===== src/rtl/seq_comp_unit_pkg.sv =====
// Shared encodings for the sequential complement unit.
// Mode codes are also used by the ALU control logic.
package seq_comp_unit_pkg;

  typedef enum logic [1:0] {
    MODE_ONES = 2'b00,
    MODE_NEG  = 2'b01,
    MODE_ABS  = 2'b10,
    MODE_PASS = 2'b11
  } mode_e;

  typedef enum logic [1:0] {
    StIdle = 2'b00,
    StBusy = 2'b01,
    StDone = 2'b10
  } state_e;

endpackage


===== src/rtl/seq_comp_unit_chunk.sv =====
// One CHUNK-bit slice of the complementer.
// Optionally inverts the slice, then adds the incoming ripple carry.
module seq_comp_unit_chunk #(
  parameter int unsigned CHUNK = 4
) (
  input  logic [CHUNK-1:0] in,
  input  logic             invert,
  input  logic             carry_in,
  output logic [CHUNK-1:0] out,
  output logic             carry_out
);

  logic [CHUNK-1:0] src;

  always_comb begin
    src = invert ? ~in : in;
    {carry_out, out} = {1'b0, src} + {{CHUNK{1'b0}}, carry_in};
  end

endmodule


===== src/rtl/seq_comp_unit.sv =====
// Multi-cycle ones/two's complement, absolute value and pass-through unit.
// Processes CHUNK bits per cycle LSB first, carrying between chunks.
module seq_comp_unit
  import seq_comp_unit_pkg::*;
#(
  parameter int unsigned WIDTH = 8,
  parameter int unsigned CHUNK = 4
) (
  input  logic             clk,
  input  logic             reset,
  input  logic [WIDTH-1:0] operand,
  input  logic [1:0]       mode,
  input  logic             in_valid,
  output logic             in_ready,
  output logic [WIDTH-1:0] result,
  output logic             overflow,
  output logic             zero,
  output logic             out_valid,
  input  logic             out_ready
);

  localparam int unsigned N  = WIDTH / CHUNK;
  localparam int unsigned CW = (N > 1) ? $clog2(N) : 1;

  if (WIDTH < 2 || CHUNK == 0 || (WIDTH % CHUNK) != 0) begin : g_param_check
    $error("seq_comp_unit: WIDTH must be >= 2 and a multiple of CHUNK");
  end

  state_e           state_q, state_d;
  logic [CW-1:0]    cnt_q, cnt_d;
  logic [WIDTH-1:0] opnd_q, opnd_d;
  logic [WIDTH-1:0] result_q, result_d;
  logic             inv_q, inv_d;
  logic             carry_q, carry_d;
  logic             ovf_pend_q, ovf_pend_d;
  logic             ovf_q, ovf_d;
  logic             zero_q, zero_d;

  logic [CHUNK-1:0] chunk_in;
  logic [CHUNK-1:0] chunk_out;
  logic             chunk_cout;
  logic [WIDTH-1:0] result_ins;
  mode_e            mode_in;
  logic             neg_in;

  always_comb begin
    chunk_in = opnd_q[cnt_q * CHUNK +: CHUNK];
  end

  seq_comp_unit_chunk #(
    .CHUNK (CHUNK)
  ) u_chunk (
    .in        (chunk_in),
    .invert    (inv_q),
    .carry_in  (carry_q),
    .out       (chunk_out),
    .carry_out (chunk_cout)
  );

  always_comb begin
    result_ins = result_q;
    result_ins[cnt_q * CHUNK +: CHUNK] = chunk_out;
  end

  always_comb begin
    mode_in    = mode_e'(mode);
    neg_in     = operand[WIDTH-1];
    state_d    = state_q;
    cnt_d      = cnt_q;
    opnd_d     = opnd_q;
    result_d   = result_q;
    inv_d      = inv_q;
    carry_d    = carry_q;
    ovf_pend_d = ovf_pend_q;
    ovf_d      = ovf_q;
    zero_d     = zero_q;

    unique case (state_q)
      StIdle: begin
        if (in_valid) begin
          opnd_d     = operand;
          cnt_d      = '0;
          carry_d    = (mode_in == MODE_NEG) || (mode_in == MODE_ABS && neg_in);
          inv_d      = (mode_in == MODE_ONES) || (mode_in == MODE_NEG) ||
                       (mode_in == MODE_ABS && neg_in);
          // Only the most-negative value cannot be negated in range.
          ovf_pend_d = ((mode_in == MODE_NEG) || (mode_in == MODE_ABS)) &&
                       (operand == {1'b1, {(WIDTH-1){1'b0}}});
          state_d    = StBusy;
        end
      end
      StBusy: begin
        result_d = result_ins;
        carry_d  = chunk_cout;
        cnt_d    = cnt_q + CW'(1);
        if (cnt_q == CW'(N - 1)) begin
          cnt_d   = '0;
          ovf_d   = ovf_pend_q;
          zero_d  = (result_ins == '0);
          state_d = StDone;
        end
      end
      StDone: begin
        if (out_ready) begin
          ovf_d   = 1'b0;
          zero_d  = 1'b0;
          state_d = StIdle;
        end
      end
      default: state_d = StIdle;
    endcase
  end

  always_ff @(posedge clk) begin
    if (reset) begin
      state_q    <= StIdle;
      cnt_q      <= '0;
      opnd_q     <= '0;
      result_q   <= '0;
      inv_q      <= 1'b0;
      carry_q    <= 1'b0;
      ovf_pend_q <= 1'b0;
      ovf_q      <= 1'b0;
      zero_q     <= 1'b0;
    end else begin
      state_q    <= state_d;
      cnt_q      <= cnt_d;
      opnd_q     <= opnd_d;
      result_q   <= result_d;
      inv_q      <= inv_d;
      carry_q    <= carry_d;
      ovf_pend_q <= ovf_pend_d;
      ovf_q      <= ovf_d;
      zero_q     <= zero_d;
    end
  end

  assign in_ready  = (state_q == StIdle) && !reset;
  assign out_valid = (state_q == StDone);
  assign result    = result_q;
  assign overflow  = ovf_q;
  assign zero      = zero_q;

endmodule


===== config.mk =====
export PLATFORM = sky130hd
export DESIGN_NAME = seq_comp_unit
export DESIGN_NICKNAME = d
export VERILOG_FILES = /design/src/rtl/seq_comp_unit_pkg.sv /design/src/rtl/seq_comp_unit_chunk.sv /design/src/rtl/seq_comp_unit.sv
export SDC_FILE = /design/constraint.sdc
export NUM_CORES = 1
export LEC_CHECK = 0
export CORE_UTILIZATION = 49
export DETAILED_ROUTE_END_ITERATION = 6
export PLACE_DENSITY = 0.84
export SYNTH_ARGS = -nofsm -noshare
export SYNTH_HDL_FRONTEND = slang
export SYNTH_SLANG_ARGS = --single-unit

===== constraint.sdc =====
create_clock -name clk -period 2.1 [get_ports clk]
set_clock_uncertainty 0.1 [all_clocks]
set_input_delay 0.42 -clock clk [delete_from_list [all_inputs] [get_ports clk]]
set_output_delay 0.42 -clock clk [all_outputs]
set_load 0.01 [all_outputs]

==> impl_results.rst, run 1 <==
Synthesis and place-and-route
=============================

.. list-table::
   :header-rows: 1

   * - Metric
     - Value
   * - Number of cells in the finished layout apart from fillers
     - 186
   * - GR met2 Demand/Resource
     - roughly 36%
   * - R2r worst-path depth
     - 7
   * - Vias in the first global route
     - about 940
   * - I/O pin count
     - 26
   * - Clk tree area frac
     - under 10%
   * - Cell types with the highest counts after synthesis
     - dfxtp_1 (24), nand2_1 (19), a21oi_1 (15)
   * - Seq area share
     - around a third
   * - Area of all sequential standard cells
     - 482 um^2
   * - Number of nets with antenna violations after routing
     - 0
   * - Total power
     - 963 uW
   * - Worst-case headroom to the max-slew limit
     - between 60 and 70%
   * - Power density normalized to cell area
     - approximately 650 nW/um^2
   * - Number of clock sinks seen by CTS
     - 24
   * - Vias per Instance
     - ~5.2
   * - Share of final layout cell area taken by non-clock buffers
     - roughly a fifth
   * - Worst hold stages
     - 2
   * - Clock buffer count in the final layout
     - 4
   * - Maximum fanout encountered on the critical timing path
     - 8
   * - Total setup buffers inserted after CTS
     - 0
   * - Fin worst setup slack
     - slightly above 0.07 ns
   * - RR Endpoint
     - zero
   * - Number of antenna diodes
     - 0
   * - Worst hold path endpoint
     - opnd_q[5]
   * - Yosys warning count
     - 0
   * - Routed metal-1 wire length
     - 954 um
   * - Class of the worst hold path
     - reg -> reg
   * - Number of nets at floorplan
     - roughly 150
   * - Status
     - completed
   * - Number of well taps
     - 28
   * - Critical Setup Path Class
     - reg -> out
   * - Final critical path time including I/O delays and setup
     - between 2 and 2.5 ns
   * - All-Layer GR Usage
     - about a fifth
   * - Die Width
     - slightly above 50 um
   * - Placed cell count
     - 182
   * - Die outline height
     - roughly 50 um
   * - Biggest power consumer among the groups
     - registers
   * - Number of non-clock inverters
     - 3
   * - Multi-input gate share of total cell area
     - approximately 42%
   * - Pre-antenna DRT Iters
     - 4
   * - Maximum number of pins on one net before global-route repair
     - 26
   * - Area overhead of the layout relative to synthesis
     - 28.9%
   * - Reported net switching power
     - roughly 260 uW
   * - Relative contribution of combinational cells to total power
     - between 20% and 30%
   * - Standby leakage power
     - approximately 0.00057 uW
   * - Repair and plain buffers
     - 31
   * - CP Buf/Inv Count
     - 1
   * - Area of placed instances
     - roughly 1400 um^2
   * - Share of power burned in registers
     - a little over half
   * - Routed wire length
     - between 2 and 2.5 mm
   * - Net count reported at finish
     - ~180
   * - DR top layer
     - met4
   * - Data arrival, critical path
     - ~1.5 ns
   * - Setup Viol. Count Final
     - 0
**Run 1: cell outlines without signal wires**

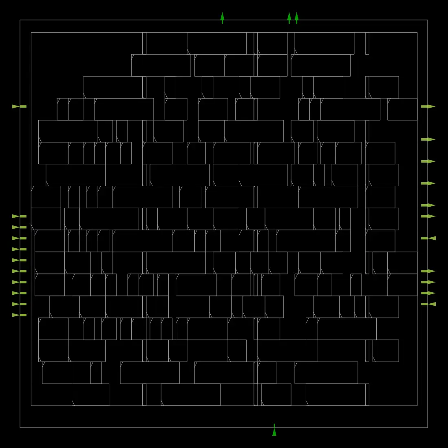
flip-flops: 24
fillers: 200
area of the core: 2210 um^2
number of core rows: 17
final cell utilization of the core: 67.1%

**Run 1: the metal 2 layer**

Bar = 20 um.
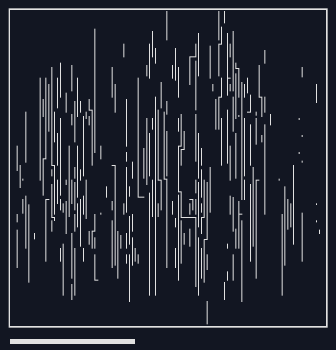
- longest straight run: 31.6 um
- wire length on this layer: 1130 um

**Run 1: clock distribution**

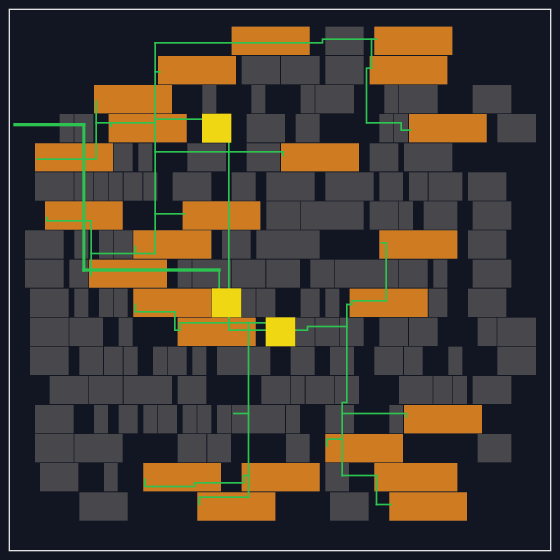
- clock wires: green (length 268 um)
- clock drivers: yellow (count 3)
- flip-flops: orange (count 24)
- routed clock nets: 4

==> run 1 -> run 2 <==
--- a/config.mk
+++ b/config.mk
@@ -6,6 +6,7 @@
 export NUM_CORES = 1
 export LEC_CHECK = 0
 export CORE_UTILIZATION = 49
+export CTS_CLUSTER_SIZE = 8
 export DETAILED_ROUTE_END_ITERATION = 6
 export PLACE_DENSITY = 0.84
 export SYNTH_ARGS = -nofsm -noshare
**Run 2: cell outlines without signal wires**

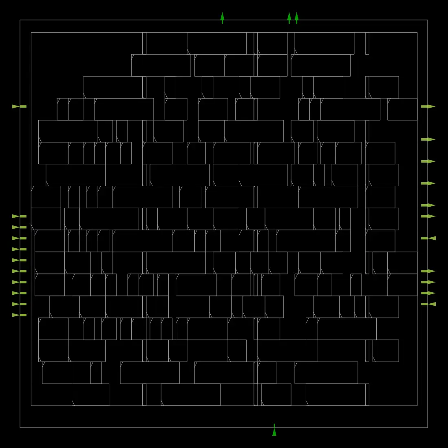
number of well taps: 28
number of cells in the finished layout apart from fillers: 186
Seq area share: 32.4%

==> impl_results.rst, run 2 <==
Synthesis and place-and-route
=============================

.. list-table::
   :header-rows: 1

   * - Metric
     - Value
   * - Relative contribution of combinational cells to total power
     - 22.7% (about the same)
   * - Flip-flops
     - 24 (unchanged)
   * - Post-synthesis adder-cell area fraction
     - under 10%
   * - Biggest power consumer among the groups
     - registers
   * - Area of the core
     - 2210 um^2 (unchanged)
   * - Data arrival, critical path
     - 1.51 ns (about the same)
   * - Multi-input combinational cell area
     - 627 um^2
   * - Area of all sequential standard cells
     - 482 um^2 (unchanged)
   * - Status
     - completed
   * - Die outline height
     - 50.5 um (unchanged)
   * - DR top layer
     - met4
   * - I/O pin count
     - 26 (unchanged)
   * - Number of non-clock inverters
     - 3 (unchanged)
   * - Largest type area fraction
     - a little over two fifths
   * - Die Width
     - 50.5 um (unchanged)
   * - Number of core rows
     - 17 (unchanged)
   * - Class of the worst hold path
     - reg -> reg
   * - All-Layer GR Usage
     - 19.8% (unchanged)
   * - CP Buf/Inv Count
     - 1 (unchanged)
   * - Cell types with the highest counts after synthesis
     - dfxtp_1 (24), nand2_1 (19), a21oi_1 (15)
   * - Drc violations
     - 0
   * - Setup crit end kind
     - output port
   * - TritonCTS clock tree
     - done
   * - Number of clock sinks seen by CTS
     - 24 (unchanged)
   * - Layer carrying the most global-route usage
     - met2
   * - Worst hold stages
     - 2 (unchanged)
   * - Final critical path time including I/O delays and setup
     - 2.03 ns (unchanged)
   * - Worst path slowest cell
     - clkdlybuf4s50_1
   * - Share of final layout cell area taken by non-clock buffers
     - 19.8% (unchanged)
   * - Clk tree area frac
     - 2.44% (unchanged)
   * - Number of I/O port buffers
     - 25
   * - Fin worst setup slack
     - 0.0724 ns (unchanged)
   * - Area of placed instances
     - 1450 um^2 (unchanged)
   * - Critical Setup Path Class
     - reg -> out
   * - Layout cells sized above 1
     - approximately 12%
   * - R2r worst-path depth
     - 7 (unchanged)
   * - Post-synth area hogs
     - dfxtp_1 (42%), a21oi_1 (6.5%), nand2_1 (6.2%)
   * - Start point of the worst hold path
     - opnd_q[5]
   * - Power consumed by the clock network
     - about 240 uW
   * - Final cell utilization of the core
     - 67.1% (unchanged)
   * - Multi-input gate share of total cell area
     - 42.2% (unchanged)
   * - Final max-slew violation count
     - 0
   * - Pre-CTS WS
     - -0.0253 ns
   * - Clock buffer count in the final layout
     - 4 (unchanged)
   * - Leftover overflow at the end of global routing
     - 0
   * - Total power
     - 963 uW (unchanged)
   * - Maximum number of pins on one net before global-route repair
     - 26 (unchanged)
   * - Power density normalized to cell area
     - 649 nW/um^2 (unchanged)
   * - Multi-input comb cells
     - 96
   * - Number of nets at floorplan
     - 149 (unchanged)
   * - Routed metal-1 wire length
     - 954 um (unchanged)
   * - Yosys warning count
     - 0 (unchanged)
   * - Vias per Instance
     - 5.20 (unchanged)
   * - RR Endpoint
     - zero
   * - Cts repair resizes
     - 3
   * - Standby leakage power
     - 0.000570 uW (unchanged)
   * - Post-cts hold buffer count
     - 0
   * - Vias in the first global route
     - 940 (unchanged)
   * - Total setup buffers inserted after CTS
     - 0 (unchanged)
   * - Global routing met3 resource utilization
     - approximately 2.7%
   * - Placed cell count
     - 182 (unchanged)
   * - Number of nets with antenna violations after routing
     - 0 (unchanged)
   * - Critical path's top delay family
     - buffers and inverters
   * - Setup Viol. Count Final
     - 0 (unchanged)
   * - Worst-case headroom to the max-slew limit
     - 67.4% (unchanged)
   * - Post-route standard cell area excluding fillers
     - 1490 um^2
   * - Share of power burned in registers
     - 52.2% (about the same)
   * - Net count reported at finish
     - 178 (unchanged)
   * - Area overhead of the layout relative to synthesis
     - 28.9% (unchanged)
   * - Routed wire length
     - 2.21 mm (unchanged)
   * - Reported net switching power
     - 261 uW (unchanged)
   * - Top logic family
     - simple AND/OR/NAND/NOR gates
   * - GR met2 Demand/Resource
     - 35.6% (unchanged)
   * - Number of antenna diodes
     - 0 (unchanged)
   * - Maximum fanout encountered on the critical timing path
     - 8 (unchanged)
   * - Fillers
     - 200 (unchanged)
   * - Pre-antenna DRT Iters
     - 4 (unchanged)
   * - Most frequent cell after synthesis
     - dfxtp_1
   * - Dominant synthesized flop cell
     - dfxtp_1
   * - Worst hold path endpoint
     - opnd_q[5]
   * - Upper clock frequency limit
     - between 400 and 500 MHz
   * - Final weighted congestion of routability-driven global placement
     - roughly 0.75
   * - Repair and plain buffers
     - 31 (unchanged)
   * - RSZ-0062 raised after global routing
     - no
Power and IR drop assume default switching activity.
